Fig. 1: run 1, track usage over the die
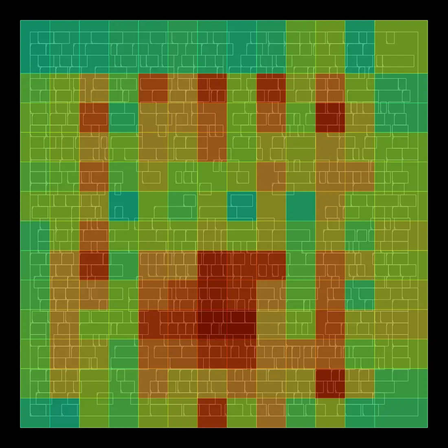
Fig. 2: run 1, M1 wires
Supply wires on this layer in gray.
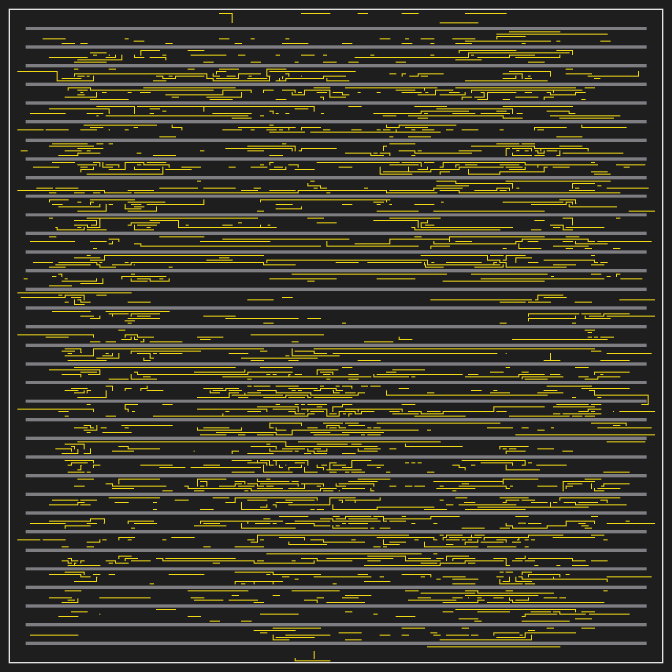
Fig. 3: run 1, placement by cell class
The bar under the picture is 20 µm long. Fill, decap, tap and diode cells in gray.
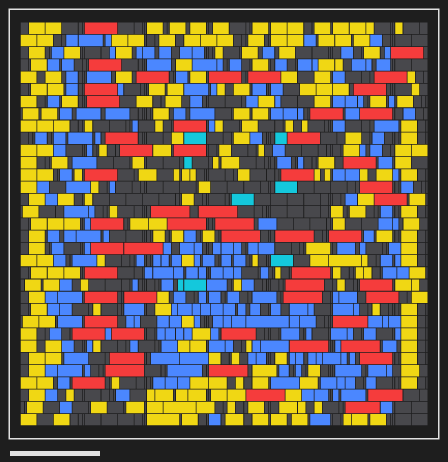
==> src/rtl/xbar_out_port.sv <==
// -----------------------------------------------------------------------------
// xbar_out_port
//
// Output-port stage of the stream crossbar. Up to four input streams compete
// for one output. A fixed-priority arbiter picks a winner (request 0 has the
// highest priority). The grant is then held for the whole packet, and the
// selected beats go into a registered valid/ready output stage.
//
// fixed_prio_arb : combinational 4-way fixed-priority arbiter (req 0 highest).
//   req  in  4   request vector
//   gnt  out 4   one-hot grant, or zero when there is no request
//
// xbar_out_port ports:
//   clk_i      in   1                      rising-edge clock
//   rst_i      in   1                      synchronous active-high reset
//   s_valid_i  in   NUM_REQUEST            per-input beat valid
//   s_data_i   in   NUM_REQUEST*DATA_WIDTH input k at [k*DATA_WIDTH +: DATA_WIDTH]
//   s_last_i   in   NUM_REQUEST            per-input end-of-packet
//   s_ready_o  out  NUM_REQUEST            per-input ready (one-hot or zero)
//   m_valid_o  out  1                      registered output valid
//   m_data_o   out  DATA_WIDTH             registered output beat
//   m_last_o   out  1                      registered output end-of-packet
//   m_ready_i  in   1                      downstream ready
//   sel_o      out  NUM_REQUEST            locked grant (zero when idle)
//   pkt_cnt_o  out  CNT_WIDTH              packets fully accepted (wraps)
// -----------------------------------------------------------------------------

module fixed_prio_arb (
  input  logic [3:0] req,
  output logic [3:0] gnt
);
  assign gnt[0] = req[0];
  assign gnt[1] = req[1] & ~req[0];
  assign gnt[2] = req[2] & ~req[1] & ~req[0];
  assign gnt[3] = req[3] & ~req[2] & ~req[1] & ~req[0];
endmodule

module xbar_out_port #(
  parameter int NUM_REQUEST = 4,   // the arbiter equations are written for exactly 4
  parameter int DATA_WIDTH  = 32,
  parameter int CNT_WIDTH   = 16
) (
  input  logic                              clk_i,
  input  logic                              rst_i,
  input  logic [NUM_REQUEST-1:0]            s_valid_i,
  input  logic [NUM_REQUEST*DATA_WIDTH-1:0] s_data_i,
  input  logic [NUM_REQUEST-1:0]            s_last_i,
  output logic [NUM_REQUEST-1:0]            s_ready_o,
  output logic                              m_valid_o,
  output logic [DATA_WIDTH-1:0]             m_data_o,
  output logic                              m_last_o,
  input  logic                              m_ready_i,
  output logic [NUM_REQUEST-1:0]            sel_o,
  output logic [CNT_WIDTH-1:0]              pkt_cnt_o
);

  typedef enum logic {IDLE, LOCKED} state_t;

  state_t                   state_reg, state_next;
  logic [NUM_REQUEST-1:0]   sel_reg, sel_next;
  logic                     m_valid_reg;
  logic [DATA_WIDTH-1:0]    m_data_reg;
  logic                     m_last_reg;
  logic [CNT_WIDTH-1:0]     pkt_cnt_reg;

  logic [NUM_REQUEST-1:0]   gnt;
  logic                     out_free;
  logic [NUM_REQUEST-1:0]   accept_vec;
  logic                     accept;
  logic                     pkt_done;
  logic [DATA_WIDTH-1:0]    sel_data;
  logic                     sel_last;
  logic [DATA_WIDTH-1:0]    masked_data [NUM_REQUEST];

  fixed_prio_arb u_arb (
    .req (s_valid_i),
    .gnt (gnt)
  );

  // The output register can take a beat when it is empty or draining this cycle.
  assign out_free = !m_valid_reg | m_ready_i;

  // Ready comes only from state and m_ready_i, never from s_valid_i. Gating it
  // with reset keeps every output at zero while reset is held.
  assign s_ready_o  = (state_reg == LOCKED && !rst_i) ? (sel_reg & {NUM_REQUEST{out_free}})
                                                      : '0;
  assign accept_vec = s_valid_i & s_ready_o;
  assign accept     = |accept_vec;

  // One-hot AND-OR mux driven by the locked grant.
  generate
    for (genvar gi = 0; gi < NUM_REQUEST; gi++) begin : g_mask
      assign masked_data[gi] = {DATA_WIDTH{sel_reg[gi]}} & s_data_i[gi*DATA_WIDTH +: DATA_WIDTH];
    end
  endgenerate

  always_comb begin
    sel_data = '0;
    for (int i = 0; i < NUM_REQUEST; i++) begin
      sel_data = sel_data | masked_data[i];
    end
  end

  assign sel_last = |(s_last_i & sel_reg);
  assign pkt_done = accept & sel_last;

  always_comb begin
    state_next = state_reg;
    sel_next   = sel_reg;
    case (state_reg)
      IDLE: begin
        if (|s_valid_i) begin
          sel_next   = gnt;
          state_next = LOCKED;
        end
      end
      LOCKED: begin
        if (pkt_done) begin
          sel_next   = '0;
          state_next = IDLE;
        end
      end
      default: begin
        sel_next   = '0;
        state_next = IDLE;
      end
    endcase
  end

  always_ff @(posedge clk_i) begin
    if (rst_i) begin
      state_reg   <= IDLE;
      sel_reg     <= '0;
      m_valid_reg <= 1'b0;
      m_data_reg  <= '0;
      m_last_reg  <= 1'b0;
      pkt_cnt_reg <= '0;
    end else begin
      state_reg <= state_next;
      sel_reg   <= sel_next;
      if (accept) begin
        // A load takes priority over a drain, so a drain and a load in the
        // same cycle leave valid high with the new beat.
        m_valid_reg <= 1'b1;
        m_data_reg  <= sel_data;
        m_last_reg  <= sel_last;
      end else if (m_ready_i) begin
        m_valid_reg <= 1'b0;
      end
      if (pkt_done) begin
        pkt_cnt_reg <= pkt_cnt_reg + 1'b1;
      end
    end
  end

  assign m_valid_o = m_valid_reg;
  assign m_data_o  = m_data_reg;
  assign m_last_o  = m_last_reg;
  assign sel_o     = sel_reg;
  assign pkt_cnt_o = pkt_cnt_reg;

endmodule
==> config.mk <==
export PLATFORM = sky130hd
export DESIGN_NAME = xbar_out_port
export DESIGN_NICKNAME = d
export VERILOG_FILES = /design/src/rtl/xbar_out_port.sv
export SDC_FILE = /design/constraint.sdc
export NUM_CORES = 1
export LEC_CHECK = 0
export CAP_MARGIN = 10
export CORE_MARGIN = 2
export CORE_UTILIZATION = 36
export DETAILED_ROUTE_END_ITERATION = 10
export GPL_TIMING_DRIVEN = 0
export PLACE_DENSITY = 0.79
export SETUP_SLACK_MARGIN = 0.1
export SYNTH_ARGS = -nofsm -noshare
export SYNTH_HDL_FRONTEND = slang
export SYNTH_SLANG_ARGS = --single-unit
==> constraint.sdc <==
create_clock -name clk_i -period 1.8 [get_ports clk_i]
set_input_delay 0.18 -clock clk_i [delete_from_list [all_inputs] [get_ports clk_i]]
set_output_delay 0.18 -clock clk_i [all_outputs]
set_load 0.1 [all_outputs]
==> metrics.cfg, run 1 <==
[global_route]
first_pass_grt_wire_length_um=17800
grt_start_max_net_pins=17
overflow=0

[synth]
yosys.area_share.aoi=0.381
simple_gate_area_frac=0.155
top_cell_area_share=0.368
common_cells=sky130_fd_sc_hd__a22oi_1 (64), sky130_fd_sc_hd__dfxtp_1 (55), sky130_fd_sc_hd__nor2_1 (44), sky130_fd_sc_hd__clkbuf_1 (19), sky130_fd_sc_hd__a311oi_2 (18)
ys.flop_type=sky130_fd_sc_hd__dfxtp_1
postSynthRegisterBits=55
yosysTopAreaCell=sky130_fd_sc_hd__dfxtp_1
ys_seq_share=0.368

[placement]
place.detailed.instances=629
dp.final_hpwl_um=8840

[clocking]
tritoncts.num_buffers=5
postCtsSetupBuffers=5
clock_sinks=55
clock_tree_root_buffer_cell=sky130_fd_sc_hd__clkbuf_8
max-clock-path-buffers=2
worst_skew_pair.late_latency_ps=310
post_cts_resized=155

[worst_setup_path]
cp_cell_sequence=buf_12 -> a22o_4 -> o211ai_4 -> buf_6 -> nor3_2 -> mux2_1
cp-end-kind=flop
critical_path_peak_fanout=6
critical_path.max_stage_delay_ps=360

[power_and_ir_drop]
power-top-group=registers
combPwrFrac=0.309
pwr.group.clock_mw=0.685
seqPwrFrac=0.445
power.net_switching_mw=0.885
p_seq_mw=1.24

[final_layout]
diodes=0
largest_register_ff_count=32
drive_above_1_share=0.280
post-route-cell-area_um2=5390
fin_nets=682

[routing]
viasPerCell=5.60
first_iter_violations=258
drt_pass1_iterations=4

[sta]
finalMaxSlewViolations=0
layout_skew_ps=6.91
worst-slew-pin-transition_ps=977
fmax_ghz=0.558
fin_worst_hold_slack_ps=285

[floorplanning]
floorplan.die_area_um2=9060
die_width_um=95.2

[outcome]
run_status=finished, final reports clean

[run]
log.warning_count=29

## Picture notes: Fig. 1
global-route track usage on met3: 0.0601
met1 Resource Use GR: 0.299

## Picture notes: Fig. 2
share of all routed wire = 40%
nets with wire on the layer = 585
wire length on this layer = 4,740 µm
total number of vias: 3,629
Detailed Route WL: 12,000 µm

## Picture notes: Fig. 3
blue -> all other logic  # cells 241
yellow -> other buffers and delay cells  # cells 239
cyan -> clock drivers and dummy loads  # cells 8
red -> flip-flops  # cells 55

==> run 1: worst paths after layout <==
check / from / to / slack (ps) / cells after the start
setup / recovery: sel_o[2] / pkt_cnt_o[11] / 7 / 6
hold / removal: rst_i / pkt_cnt_o[9] / 290 / 3
setup reg to reg: sel_o[2] / pkt_cnt_o[11] / 7 / 6
hold reg to reg: pkt_cnt_o[7] / pkt_cnt_o[7] / 500 / 2
==> run 1: layout make-up <==
| cell class | instances | area (µm²) |
|---|---|---|
| Clock buffer | 6 | 72.6 |
| Sequential cell | 55 | 1160 |
| Inverter | 3 | 11.3 |
| Tap cell | 105 | 131 |
| Timing Repair Buffer | 205 | 1890 |
| Buffer | 34 | 263 |
| Clock inverter | 2 | 12.5 |
| Fill cell | 689 | 2750 |
| Multi-Input combinational cell | 238 | 1850 |
Fig. 4: run 1, placement density heat map
10 x 10 tiles, from white (low) to dark blue (high), 0 to 100% covered.
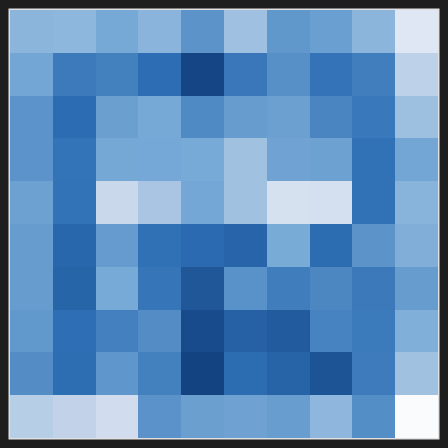

==> run 1 -> run 2 <==
--- a/config.mk
+++ b/config.mk
@@ -7,10 +7,9 @@
 export LEC_CHECK = 0
 export CAP_MARGIN = 10
 export CORE_MARGIN = 2
-export CORE_UTILIZATION = 36
+export CORE_UTILIZATION = 39
 export DETAILED_ROUTE_END_ITERATION = 10
-export GPL_TIMING_DRIVEN = 0
-export PLACE_DENSITY = 0.79
+export PLACE_DENSITY = 0.85
 export SETUP_SLACK_MARGIN = 0.1
 export SYNTH_ARGS = -nofsm -noshare
 export SYNTH_HDL_FRONTEND = slang
==> constraint.sdc (replaced) <==
create_clock -name clk_i -period 2.25 [get_ports clk_i]
set_input_delay 0.225 -clock clk_i [delete_from_list [all_inputs] [get_ports clk_i]]
set_output_delay 0.225 -clock clk_i [all_outputs]
set_load 0.1 [all_outputs]
Fig. 5: run 2, placement density heat map
9 x 9 tiles, from white (low) to dark blue (high), 0 to 100% covered.
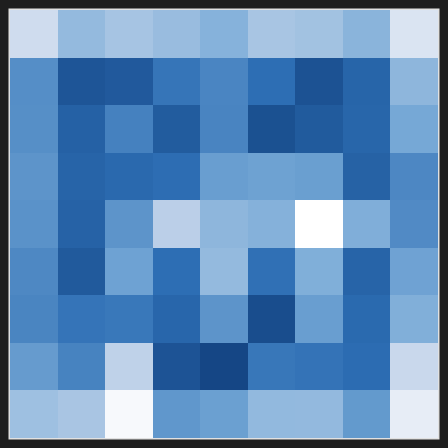
tiles over 75% full = 27%
fullest tile = 91%
mean over tiles = 59%

==> metrics.cfg, run 2 <==
[final_layout]
nonClockBufferCount=205
post-route-cell-area_um2=5040
footprint_of_the_flip_flops_and_latches_um2=1110
multiInputGateArea_um2=1710
area_share_nonclk_buffers=0.395
logic_gates=237
fill_cells=577
top_area_cell_class=non-clock buffers
largest_register_ff_count=32
n_sequential_cell=55
area.share.sequential=0.221

[worst_hold_path]
hold_path_depth=2
hold_path_end=m_last_o

[synth]
top_cell_area_share=0.368
postSynthRegisterBits=55
ys_seq_share=0.368

[clocking]
post_cts_resized=0
postCtsSetupBuffers=0
tritoncts.num_buffers=5
max-clock-path-buffers=2
clock_tree_root_buffer_cell=sky130_fd_sc_hd__clkbuf_8
clock_sinks=55

[outcome]
run_status=finished, final reports clean

[placement]
dp.final_hpwl_um=8110

[power_and_ir_drop]
power-top-group=registers
p_seq_mw=1.02
power.net_switching_mw=0.657

[worst_setup_path]
critical_path.reg2reg.endpoint=m_data_o[4]
critical_path.reg2reg.startpoint=state_reg
timing.reg2reg.worst_path_depth=5
critical_path_peak_fanout=25
cp-end-kind=output pin
r2r_setup_slack_ps=420
critical_path.max_stage_delay_ps=530

[routing]
viasPerCell=5.64
totalWireLength_um=10800
first_iter_violations=153
drt_pass1_iterations=4

[global_route]
grt_start_max_net_pins=69
overflow=0
first_pass_grt_wire_length_um=16600
gr-usage-met1=0.280
grtUsageMet3=0.0581

[sta]
fin_worst_hold_slack_ps=483
worst-slew-pin-transition_ps=746

[floorplanning]
tap_cells=99

[run]
log.warning_count=26

run 2: logic make-up (layout without fill, tap and decap cells):
family	after synthesis	count (layout)	synth area share
AND/OR/NAND/NOR	94	94	0.155
buffers and inverters	37	215	0.0619
adder cells (fa/ha/maj)	1	1	0.00418
AND-OR/OR-AND	134	134	0.381
multiplexers	8	8	0.0297
flip-flops	55	55	0.368
run 2: worst max path at each step:
stage / start / to / slack (ps) / cells past startpoint
3_3_place_gp: s_valid_i[1] / sel_o[0] / 230 / 6
5_1_grt: sel_o[2] / pkt_cnt_o[12] / 260 / 4
6_report: sel_o[2] / s_ready_o[2] / 370 / 3
2_1_floorplan: pkt_cnt_o[5] / pkt_cnt_o[12] / 100 / 4
4_1_cts: sel_o[2] / s_ready_o[2] / 330 / 3
3_5_place_dp: s_valid_i[1] / sel_o[0] / 200 / 6
Fig. 6: run 2, track usage over the die
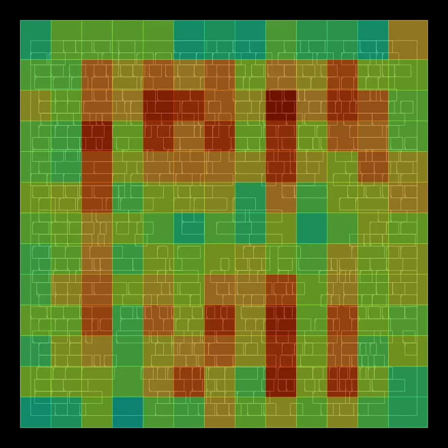

==> run 2 -> run 3 <==
--- a/config.mk
+++ b/config.mk
@@ -7,9 +7,9 @@
 export LEC_CHECK = 0
 export CAP_MARGIN = 10
 export CORE_MARGIN = 2
-export CORE_UTILIZATION = 39
+export CORE_UTILIZATION = 36
 export DETAILED_ROUTE_END_ITERATION = 10
-export PLACE_DENSITY = 0.85
+export PLACE_DENSITY = 0.79
 export SETUP_SLACK_MARGIN = 0.1
 export SYNTH_ARGS = -nofsm -noshare
 export SYNTH_HDL_FRONTEND = slang
==> constraint.sdc (replaced) <==
create_clock -name clk_i -period 1.9 [get_ports clk_i]
set_input_delay 0.19 -clock clk_i [delete_from_list [all_inputs] [get_ports clk_i]]
set_output_delay 0.19 -clock clk_i [all_outputs]
set_load 0.1 [all_outputs]
Fig. 7: run 3, track usage over the die
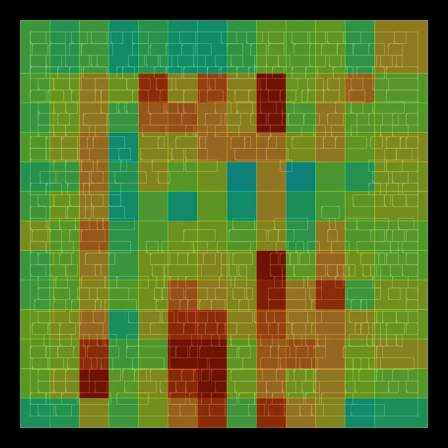
gr usage total: 0.225
routed length per instance: 17.4 µm
met2 GRT Util: 0.414

==> metrics.cfg, run 3 <==
[worst_setup_path]
critical_path_peak_fanout=9
cp-end-kind=flop
cp_cell_sequence=clkdlybuf4s50_1 -> a22o_1 -> o211ai_4 -> nor4_1 -> mux2_1

[final_layout]
fin_nets=660
multiInputGateArea_um2=1720
area.share.sequential=0.220
num-nonclk-inverters=3
diodes=0
logic_gates=238
nonClockBufferCount=217
drive_above_1_share=0.261
footprint_of_the_flip_flops_and_latches_um2=1150
area_share_nonclk_buffers=0.404
post-route-cell-area_um2=5200
top_area_cell_class=non-clock buffers

[routing]
drt_pass1_iterations=4
first_iter_violations=119
totalWireLength_um=10900
num_vias=3526
viasPerCell=5.63

[synth]
postSynthRegisterBits=55
synth_xor_xnor_area_share=0
common_cells=sky130_fd_sc_hd__a22oi_1 (64), sky130_fd_sc_hd__dfxtp_1 (55), sky130_fd_sc_hd__nor2_1 (44), sky130_fd_sc_hd__clkbuf_1 (19), sky130_fd_sc_hd__a311oi_2 (18)
synth_adder_area_share=0.00418
top_cell_area_share=0.368
ys.flop_type=sky130_fd_sc_hd__dfxtp_1
yosys.area_share.aoi=0.381
mux_share=0.0297
post_synth_main_logic_family=AND-OR/OR-AND gates
ys_seq_share=0.368

[sta]
fmax_ghz=0.570
fin_worst_hold_slack_ps=477
worst-slew-pin-transition_ps=758

[floorplanning]
floorplan.die_area_um2=9060
die_width_um=95.2

[placement]
place.detailed.instances=617

[global_route]
grt_start_max_net_pins=63
overflow=0
first_pass_grt_wire_length_um=15900
grtUsageMet3=0.0506
gr-usage-met1=0.253

[power_and_ir_drop]
pwr.group.clock_mw=0.650
power.net_switching_mw=0.826
power-top-group=registers
p_seq_mw=1.19

[outcome]
run_status=finished, final reports clean

[clocking]
worst_skew_pair.late_latency_ps=310
max-clock-path-buffers=2

[run 3: cell counts after synthesis]
Identical to the previous run, type by type.
[run 3: what timing repair did]
item                       CTS  global route
setup endpoints to repair    0             5
gates resized                0             2
buffers inserted             0             0
hold endpoints to repair     0             0
[run 3: path summary, 6_finish.rpt]
| kind | from | cells past startpoint | end |
|---|---|---|---|
| hold reg to reg | m_last_o | 2 | m_last_o |
| setup reg to reg | sel_o[0] | 4 | pkt_cnt_o[15] |
| setup / recovery | s_valid_i[2] | 5 | pkt_cnt_o[15] |
| hold / removal | m_last_o | 2 | m_last_o |
[run 3: per-stage QoR]
step                      setup TNS [ps]  setup WS, ps  utilization
after floorplan                        0           101            -
after global placement              -173         -71.8        0.626
after detailed placement           -1730          -135        0.626
after CTS                              0           120        0.637
after global routing                   0          79.1        0.639
final                                  0           144        0.639
No activity file was given, so power comes from the tool's default toggle rates.
